$ cat src/rtl/led_fader.sv
// PWM afterglow driver: each LED jumps to max_level while its input is held,
// then decays linearly to dark at a fixed tick rate once the input drops.
module led_fader #(
  parameter int N_LEDS     = 8,
  parameter int DECAY_DIV  = 20000,
  parameter int DECAY_STEP = 8
) (
  input  logic              clock,
  input  logic              reset_b,
  input  logic [N_LEDS-1:0] leds_in,
  input  logic              enable,
  input  logic [7:0]        max_level,
  output logic [N_LEDS-1:0] pins_out
);

  localparam int              DIV_W    = $clog2(DECAY_DIV);
  localparam logic [DIV_W-1:0] DIV_LAST = DIV_W'(DECAY_DIV - 1);
  localparam logic [7:0]       STEP     = 8'(DECAY_STEP);

  logic [N_LEDS-1:0] inR_q;
  logic [DIV_W-1:0]  divCnt_q, divCnt_d;
  logic [7:0]        pwmCnt_q;
  logic [7:0]        level_q [N_LEDS];
  logic [7:0]        level_d [N_LEDS];
  logic [N_LEDS-1:0] pins_q, pins_d;
  logic              tick;

  // Load beats decay on a shared tick; decay saturates at zero instead of wrapping.
  always_comb begin
    tick     = (divCnt_q == DIV_LAST);
    divCnt_d = tick ? '0 : divCnt_q + 1'b1;
    pins_d   = '0;
    for (int i = 0; i < N_LEDS; i++) begin
      level_d[i] = level_q[i];
      if (!enable) begin
        level_d[i] = 8'd0;
      end else if (inR_q[i]) begin
        level_d[i] = max_level;
      end else if (tick) begin
        level_d[i] = (level_q[i] > STEP) ? level_q[i] - STEP : 8'd0;
      end
      pins_d[i] = enable & (pwmCnt_q < level_q[i]);
    end
  end

  always_ff @(posedge clock or negedge reset_b) begin
    if (!reset_b) begin
      inR_q    <= '0;
      divCnt_q <= '0;
      pwmCnt_q <= 8'd0;
      pins_q   <= '0;
      for (int i = 0; i < N_LEDS; i++) begin
        level_q[i] <= 8'd0;
      end
    end else begin
      inR_q    <= leds_in;
      divCnt_q <= divCnt_d;
      pwmCnt_q <= pwmCnt_q + 8'd1;
      pins_q   <= pins_d;
      for (int i = 0; i < N_LEDS; i++) begin
        level_q[i] <= level_d[i];
      end
    end
  end

  assign pins_out = pins_q;

endmodule
$ cat config.mk
export PLATFORM = sky130hd
export DESIGN_NAME = led_fader
export DESIGN_NICKNAME = d
export VERILOG_FILES = /design/src/rtl/led_fader.sv
export SDC_FILE = /design/constraint.sdc
export NUM_CORES = 1
export LEC_CHECK = 0
export ABC_AREA = 1
export CORE_MARGIN = 5
export CORE_UTILIZATION = 55
export DETAILED_ROUTE_END_ITERATION = 10
export GPL_TIMING_DRIVEN = 0
export PLACE_DENSITY = 0.74
export SLEW_MARGIN = 20
export SYNTH_ARGS = -nofsm -noshare
export SYNTH_HDL_FRONTEND = slang
export SYNTH_SLANG_ARGS = --single-unit
$ cat constraint.sdc
create_clock -name clock -period 2.96 [get_ports clock]
set_clock_uncertainty 0.05 [all_clocks]
set_input_delay 0.592 -clock clock [delete_from_list [all_inputs] [get_ports clock]]
set_output_delay 0.592 -clock clock [all_outputs]
set_load 0.005 [all_outputs]
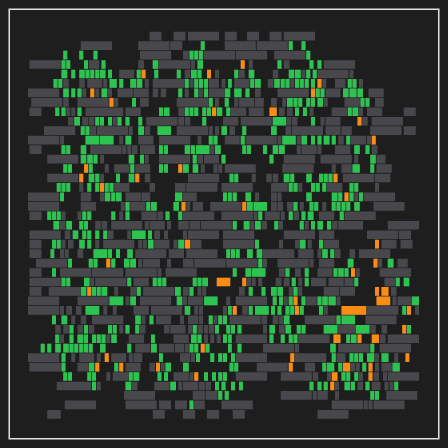
Figure 1: gate-type map.
legend:
  orange:
    family: nor cells
    cells: 54
    most_used: nor2_1
    where: all over the die
  green:
    family: nand cells
    cells: 469
    most_used: nand2_1
    where: all over the die

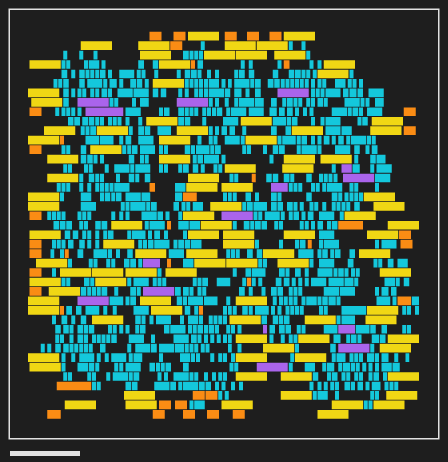
Figure 2: placement by cell class.
Bar = 20 µm.
legend:
  yellow:
    class: registers
    cells: 103
  purple:
    class: clock drivers and dummy loads
    cells: 15
  cyan:
    class: remaining logic cells
    cells: 854
  orange:
    class: remaining buffers and delay cells
    cells: 42
row count: 41
Post-Route Utilization: 62.5%

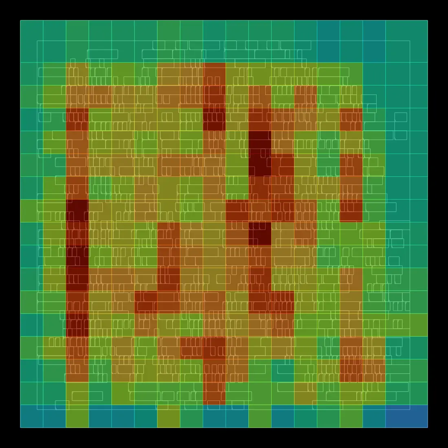
Figure 3: routing congestion map.
GR peak layer: met2
WL/cell: 13.8 µm
gr usage total: 23.6%
met1 GRT Util: 30.2%
Global Route met3 Usage: 5.26%

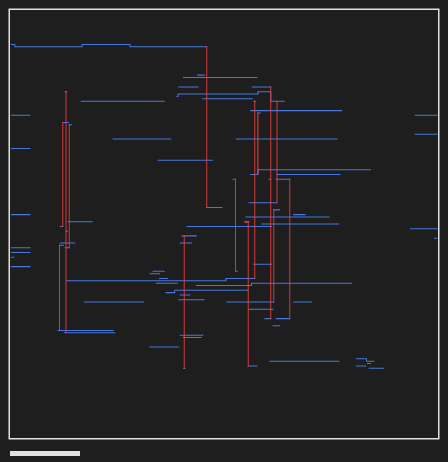
Figure 4: wiring by layer.
Bar = 20 µm. Two of the layers only.
legend:
  blue:
    layer: M3
    wire_length: 768 µm
  red:
    layer: M4
    wire_length: 544 µm
drt total wl: 16400 µm
total number of vias: 6127

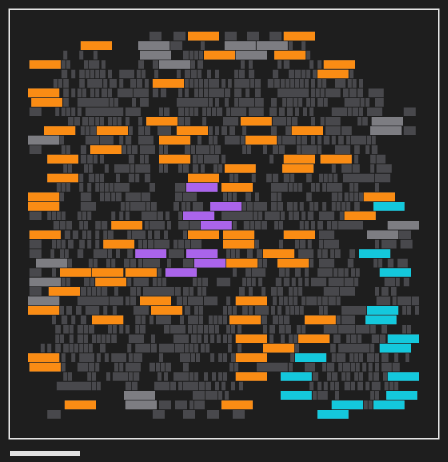
Figure 5: register map, names as in the netlist.
Bar = 20 µm.
legend:
  orange:
    name_in_the_netlist: level_q
    placed_flops: 64
    where: all over the die
  purple:
    name_in_the_netlist: pwmCnt_q
    placed_flops: 8
    where: center
  cyan:
    name_in_the_netlist: divCnt_q
    placed_flops: 15
    where: south-east
flop share of the area: 32.8%
Seq group: 1.59 mW
area occupied by registers: 2580 µm²

==> Changelog: implementation <==
## Implementation

- Peak VDD IR: 0.000524 V
- Drt drc: 0
- Critical Path RT: 3.15 ns
- Final setup viols: 0
- Iter 0 DRT Violations: 304
- Flops out of synthesis: 103
- Reg2Reg Depth: 4
- Worst Path Arrival: 2.46 ns
- Placement Cell Area: 7540 µm²
- Kind of critical path: in2reg
- Clk ins delay skew pair: 0.35 ns
- Vias in the first global route: 5869
- Post-synthesis cell type with the largest combined area: dfrtp_1
- Setup Fix Bufs, Post-CTS: 0
- Ys flop type: dfrtp_1
- Reg-to-Reg Start: pwmCnt_q[7]
- Syn Inst Count: 972
- CTS Buf Count: 9
- Part of the cycle the worst path needs: 76.6%
- Die Wd: 123 µm
- Syn Nets: 1057
- Top cells by area: dfrtp_1 (37%), nand2_1 (18%), ha_1 (12%)
- Register-to-Register Setup Slack: 1.12 ns
- Clock sink total: 103
- FP Util: 56.0%
- Cell Area, Synth: 7040 µm²
- Most common cell in the netlist: nand2_1
- Final hold slack: 0.0595 ns
- Fin. Hold Viols: 0
- Worst Path Max Fanout: 10
- Initial antenna violation count: 0
- OpenROAD warning count: 26
- GRT Residual Overflow: 0
- CP endpoint kind: flip-flop
- Port buffer count: 26
- N_diodes: 0
- Most frequent cells after synthesis: nand2_1 (332), inv_1 (135), nand3_1 (109)
- Synth warn: 0
- Post-synth EDFFs: 0
- Slew Viols, Final: 0
- Die height: 123 µm
- RSZ-0062 raised after global routing: no
- Seq/Total Area, Yosys: 36.6%
- Top-area cell type share of the netlist area: 36.6%
- Clk buf depth: 2
- Chip Footprint: 15200 µm²
- Hold_buf cts: 0
- Max_cap viols: 0
- CTS H-tree depth: 3
- Power density over the cells: 474 nW/µm²
- Outcome: completed
- Post-route cell area: 7850 µm²
- First-pass GRT wire length: 27600 µm
- DP HPWL: 11500 µm
- P&R area growth vs syn: 11.6%
==> state kept, by name, indices dropped and copies added (netlist names) <==
name and flops:
divCnt_q 15, inR_q 8, level_q 64, pins_out 8, pwmCnt_q 8
==> worst max-delay path by stage <==
stage,from,end,slack (ns),depth (start not counted)
floorplan,divCnt_q[0],level_q[40],1.50,9
global placement,reset_b,pins_out[4],-2.73,1
detailed placement,enable,level_q[15],0.39,7
CTS,enable,level_q[15],0.75,7
global route,enable,level_q[15],0.63,7
finish,enable,level_q[14],0.69,7
==> metrics by stage <==
stage          worst slack (ns)  total power [mW]  instances
2_1_floorplan              1.50              2.25        972
3_3_place_gp              -2.73              2.48       1170
3_5_place_dp              0.390              2.50       1171
4_1_cts                   0.752              3.76       1186
5_1_grt                   0.626              3.98       1186
6_report                  0.692              3.72       1186
==> worst max-delay path, stage by stage <==
cell and delay (ns):
clkdlybuf4s50_1 0.49, inv_2 0.21, buf_6 0.21, clkbuf_1 0.65, a21oi_1 0.12, nand3_1 0.13, nand2_1 0.05
==> logic make-up (layout without fill, tap and decap cells) <==
group | Yosys count | after routing | synth area share (%)
xor gates and xnor gates | 21 | 21 | 2.61
buffers and inverters | 164 | 206 | 9.23
adders and majority gates | 66 | 66 | 11.7
AOI/OAI and AO/OA | 95 | 95 | 7.11
DFF | 103 | 103 | 36.6
and+or+nand+nor | 523 | 523 | 32.7
==> report_power, final <==
group          leakage [nW]  total (mW)  internal, mW  switching [mW]
sequential             1.33        1.59          1.51          0.0774
combinational          2.93       0.897         0.339           0.558
clock                 0.152        1.24         0.722           0.518
total                  4.41        3.72          2.57            1.15
==> layout make-up <==
type	count	area [µm²]
Buffer	15	90.1
Clock buffer	13	270
Clock inverter	2	38.8
Fill cell	1170	4720
Inverter	149	559
Multi-Input combinational cell	705	3810
Sequential cell	103	2580
Tap cell	172	215
Timing Repair Buffer	27	289
==> cell usage in the layout (no fill, tap or decap), types with 3 or more instances in the layout <==
cell             synthesis  routed
clkbuf_16                0       9
clkdlybuf4s50_1          0      25
buf_6                    2       3
clkbuf_1                10      11
nand3_1                109     109
nand2_4                 16      16
clkbuf_8                 0       3
nor2_1                  44      44
nand4_1                 10      10
o21ai_0                 29      29
inv_1                  135     135
nor2_2                   5       5
a211oi_1                 8       8
xor2_1                  19      19
ha_1                    66      66
inv_2                   14      14
nand2_1                332     332
dfrtp_1                103     103
a21oi_1                 55      55
==> metal layers <==
layer	global-route usage (%)	part of all wire [%]
met5	0	0
met4	9.34	3.3
met3	5.26	4.7
met2	38.9	46
met1	30.2	46
No activity file was given, so power comes from the tool's default toggle rates.
